## src/rtl/fft_peak_detector.sv

```systemverilog
// fft_peak_detector
//   Computes per-bin power (re^2 + im^2) from an FFT source stream, checks
//   sop/eop framing, and reports the strongest bin of each good frame.
//
//   Pipeline: input beat -> s1 (squares, tags) -> s2 (sum, mag outputs)
//             -> s3 (running max, peak/error outputs).
//
//   State table:
//     S_IDLE  | waiting for a sop beat; other beats are dropped
//     S_FRAME | accumulating bins 1..N_POINTS-1 of the current frame
//
// Ports:
//   i_clk, i_reset        clock, synchronous active-high reset
//   i_src_valid/sop/eop   source beat qualifiers
//   i_src_real/imag       signed bin value (DW bits)
//   o_src_ready           low only while reset is asserted
//   o_mag_valid/data/bin  per-bin power, 2 cycles after the beat
//   o_peak_valid/bin/mag  good-frame result, 3 cycles after eop
//   o_frame_err           framing violation pulse, 3 cycles after the beat
//   o_frames_ok           saturating good-frame counter
module fft_peak_detector #(
  parameter int DW       = 25,
  parameter int N_POINTS = 1024,
  parameter int BW       = 10
) (
  input  logic            i_clk,
  input  logic            i_reset,
  input  logic            i_src_valid,
  input  logic            i_src_sop,
  input  logic            i_src_eop,
  input  logic [DW-1:0]   i_src_real,
  input  logic [DW-1:0]   i_src_imag,
  output logic            o_src_ready,
  output logic            o_mag_valid,
  output logic [2*DW:0]   o_mag_data,
  output logic [BW-1:0]   o_mag_bin,
  output logic            o_peak_valid,
  output logic [BW-1:0]   o_peak_bin,
  output logic [2*DW:0]   o_peak_mag,
  output logic            o_frame_err,
  output logic [15:0]     o_frames_ok
);

  localparam logic [BW-1:0] LAST_BIN = BW'(N_POINTS - 1);

  typedef enum logic [0:0] {S_IDLE, S_FRAME} state_t;

  state_t              r_state;
  logic [BW-1:0]       r_bin;

  logic                r_s1_valid;
  logic                r_s1_first;
  logic                r_s1_last;
  logic                r_s1_err;
  logic [BW-1:0]       r_s1_bin;
  logic [2*DW-1:0]     r_s1_sq_re;
  logic [2*DW-1:0]     r_s1_sq_im;

  logic                r_s2_first;
  logic                r_s2_last;
  logic                r_s2_err;

  logic [2*DW:0]       r_max_mag;
  logic [BW-1:0]       r_max_bin;

  logic [BW-1:0]       w_bin_inc;
  logic signed [2*DW-1:0] w_sq_re;
  logic signed [2*DW-1:0] w_sq_im;
  logic [2*DW:0]       w_sum;
  logic                w_take_new;
  logic [2*DW:0]       w_max_mag;
  logic [BW-1:0]       w_max_bin;

  assign o_src_ready = ~i_reset;
  assign w_bin_inc   = r_bin + BW'(1);

  // Operands are sign-extended to the 2*DW result width, so the most
  // negative input squares exactly.
  assign w_sq_re = $signed(i_src_real) * $signed(i_src_real);
  assign w_sq_im = $signed(i_src_imag) * $signed(i_src_imag);
  assign w_sum   = {1'b0, r_s1_sq_re} + {1'b0, r_s1_sq_im};

  // Bin 0 always reloads; afterwards only a strictly larger power wins, so
  // ties keep the earliest bin.
  assign w_take_new = r_s2_first || (o_mag_data > r_max_mag);
  assign w_max_mag  = w_take_new ? o_mag_data : r_max_mag;
  assign w_max_bin  = w_take_new ? o_mag_bin  : r_max_bin;

  // Frame FSM and stage-1 tags.
  always_ff @(posedge i_clk) begin
    if (i_reset) begin
      r_state    <= S_IDLE;
      r_bin      <= '0;
      r_s1_valid <= 1'b0;
      r_s1_first <= 1'b0;
      r_s1_last  <= 1'b0;
      r_s1_err   <= 1'b0;
      r_s1_bin   <= '0;
    end else begin
      r_s1_valid <= 1'b0;
      r_s1_first <= 1'b0;
      r_s1_last  <= 1'b0;
      r_s1_err   <= 1'b0;
      if (i_src_valid) begin
        case (r_state)
          S_IDLE: begin
            if (i_src_sop && i_src_eop) begin
              r_s1_err <= 1'b1;
            end else if (i_src_sop) begin
              r_state    <= S_FRAME;
              r_bin      <= '0;
              r_s1_valid <= 1'b1;
              r_s1_first <= 1'b1;
              r_s1_bin   <= '0;
            end
          end
          S_FRAME: begin
            if (i_src_sop && i_src_eop) begin
              r_s1_err <= 1'b1;
              r_state  <= S_IDLE;
            end else if (i_src_sop) begin
              // Abort the running frame; this beat restarts at bin 0.
              r_s1_err   <= 1'b1;
              r_bin      <= '0;
              r_s1_valid <= 1'b1;
              r_s1_first <= 1'b1;
              r_s1_bin   <= '0;
            end else begin
              r_bin      <= w_bin_inc;
              r_s1_valid <= 1'b1;
              r_s1_bin   <= w_bin_inc;
              if (w_bin_inc == LAST_BIN) begin
                r_state <= S_IDLE;
                if (i_src_eop) r_s1_last <= 1'b1;
                else           r_s1_err  <= 1'b1;
              end else if (i_src_eop) begin
                r_state  <= S_IDLE;
                r_s1_err <= 1'b1;
              end
            end
          end
          default: r_state <= S_IDLE;
        endcase
      end
    end
  end

  // Squares carry no control meaning, so they are left unreset.
  always_ff @(posedge i_clk) begin
    r_s1_sq_re <= w_sq_re;
    r_s1_sq_im <= w_sq_im;
  end

  // Stage 2: power sum and per-bin outputs.
  always_ff @(posedge i_clk) begin
    if (i_reset) begin
      o_mag_valid <= 1'b0;
      o_mag_data  <= '0;
      o_mag_bin   <= '0;
      r_s2_first  <= 1'b0;
      r_s2_last   <= 1'b0;
      r_s2_err    <= 1'b0;
    end else begin
      o_mag_valid <= r_s1_valid;
      o_mag_data  <= w_sum;
      o_mag_bin   <= r_s1_bin;
      r_s2_first  <= r_s1_first;
      r_s2_last   <= r_s1_last;
      r_s2_err    <= r_s1_err;
    end
  end

  // Stage 3: running maximum and frame results.
  always_ff @(posedge i_clk) begin
    if (i_reset) begin
      r_max_mag    <= '0;
      r_max_bin    <= '0;
      o_peak_valid <= 1'b0;
      o_peak_bin   <= '0;
      o_peak_mag   <= '0;
      o_frame_err  <= 1'b0;
      o_frames_ok  <= '0;
    end else begin
      o_peak_valid <= 1'b0;
      o_frame_err  <= r_s2_err;
      if (o_mag_valid) begin
        r_max_mag <= w_max_mag;
        r_max_bin <= w_max_bin;
        if (r_s2_last) begin
          o_peak_valid <= 1'b1;
          o_peak_bin   <= w_max_bin;
          o_peak_mag   <= w_max_mag;
          if (o_frames_ok != 16'hFFFF) o_frames_ok <= o_frames_ok + 16'd1;
        end
      end
    end
  end

endmodule

```

## config.mk

```make
export PLATFORM = sky130hd
export DESIGN_NAME = fft_peak_detector
export DESIGN_NICKNAME = d
export VERILOG_FILES = /design/src/rtl/fft_peak_detector.sv
export SDC_FILE = /design/constraint.sdc
export NUM_CORES = 2
export LEC_CHECK = 0
export ABC_AREA = 1
export CORE_ASPECT_RATIO = 0.9
export CORE_MARGIN = 4
export CORE_UTILIZATION = 40
export CTS_CLUSTER_DIAMETER = 120
export DETAILED_ROUTE_END_ITERATION = 6
export SYNTH_ARGS = -nofsm -noshare
export SYNTH_HDL_FRONTEND = slang
export SYNTH_SLANG_ARGS = --single-unit
```

## constraint.sdc

```tcl
create_clock -name i_clk -period 11.6 [get_ports i_clk]
set_input_delay 2.32 -clock i_clk [delete_from_list [all_inputs] [get_ports i_clk]]
set_output_delay 2.32 -clock i_clk [all_outputs]
set_load 0.01 [all_outputs]
```

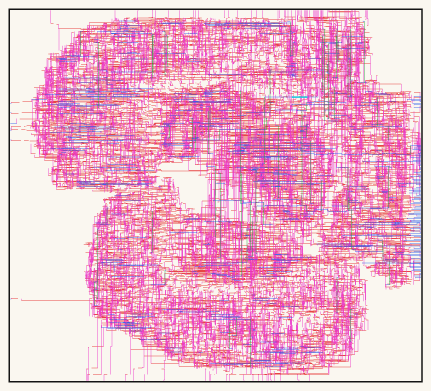
**Above:** metal layers overlaid.
Drawn at 1 px/um.
metal 1: marked red, wire length 74.7 mm. metal 4: marked green, wire length 2530 um. metal 3: marked blue, wire length 8600 um. metal 2: marked magenta, wire length 72.6 mm. metal 5: marked cyan, wire length 13.8 um.

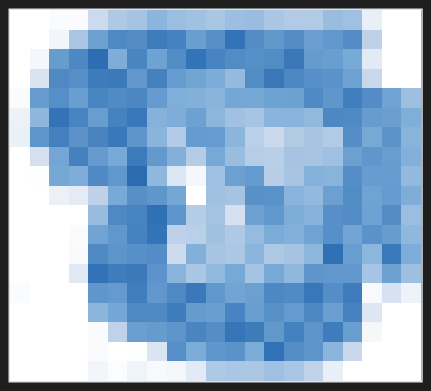
**Above:** cell density map.
Drawn at 1 px/um. 21 x 19 tiles, from white (low) to dark blue (high), 0 to 100% covered.
The emptiest ninth of the die: lower left. The fullest tile reaches 76%. The mean over all tiles is 40%. 0.50% of the tiles are over 75% full. 16% of the tiles are nearly empty.
starting density of the core: 40.48%
core area: 0.1447 sq mm
final core utilization: 44.04%

==> run_results.csv <==
group,metric,value,unit
run_status,status,"complete, no violations",
final_timing,rsz0062_at_grt,"false",
critical_path,crit_required,12.08,ns
synthesis,synthTopLogicFamily,"adder cells",
synthesis,synth-edff-count,0,
critical_path,path_max_fanout,14,
final_layout,n_sequential_cell,318,
synthesis,synth_area,0.05856,sq mm
cts,numCtsBuffers,38,
final_layout,comb_cells,4569,
critical_path,slowest_delay,1.01,ns
final_layout,dominant_cells,"combinational gates",
synthesis,aoi_share,5.786,%
synthesis,yosysChipArea,0.05856,sq mm
final_layout,sh_seq_area,9.994,%
synthesis,syn_area_per_cell,8.137,sq um
detailed_routing,postRouteAntennaNets,0,
grt,antenna_found_initial,1,
critical_path,worst_setup_path_end_kind,"register",
final_timing,max_freq,104.9,MHz
cells in the mapped netlist (5+ instances only):
cell type	n
nand4_1	19
nor4_1	13
o21ai_1	22
o21ai_0	129
nor2_1	511
buf_12	6
xnor2_1	45
nor3_2	7
buf_4	13
nand2_2	6
nand2_4	61
o21bai_1	44
a31o_2	5
ha_1	401
nor4_2	5
nor3_1	43
nand2_1	1256
nand3_1	276
clkbuf_1	188
a31oi_1	37
inv_1	2055
fa_1	1213
buf_2	12
inv_2	30
dfxtp_1	318
o21a_1	18
or2_2	9
xor2_1	88
a21oi_1	282
a21o_1	28
cells in the final DEF, fill, tap and decap left out, drive strengths merged, types with 45 or more instances in the layout:
master	instances
clkdlybuf4s50	195
clkbuf	49
xor2	88
inv	2090
nand2	1324
a21oi	286
xnor2	45
fa	1213
dfxtp	318
nor3	50
nand3	280
nor2	515
o21ai	154
buf	64
ha	401
o21bai	47
routing by layer:
layer | vias to the layer above | global-route usage [%] | share of wire, %
met1 | 21940 | 30.96 | 47
met2 | 1172 | 34.86 | 46
met3 | 151 | 2.285 | 5.4
met4 | 2 | 3.143 | 1.6
met5 | - | 0 | 0.0082
li1 | 21100 | - | -
final timing paths:
path / cells after the start / from / to
setup / recovery: 20 / i_src_imag[1] / r_s1_sq_im[44]$_DFF_P_
hold / removal: 2 / r_s1_valid$_SDFF_PP0_ / o_mag_valid$_SDFF_PP0_
setup reg to reg: 12 / o_mag_data[6]$_SDFF_PP0_ / o_peak_mag[25]$_SDFFE_PP0P_
hold reg to reg: 2 / r_s1_valid$_SDFF_PP0_ / o_mag_valid$_SDFF_PP0_
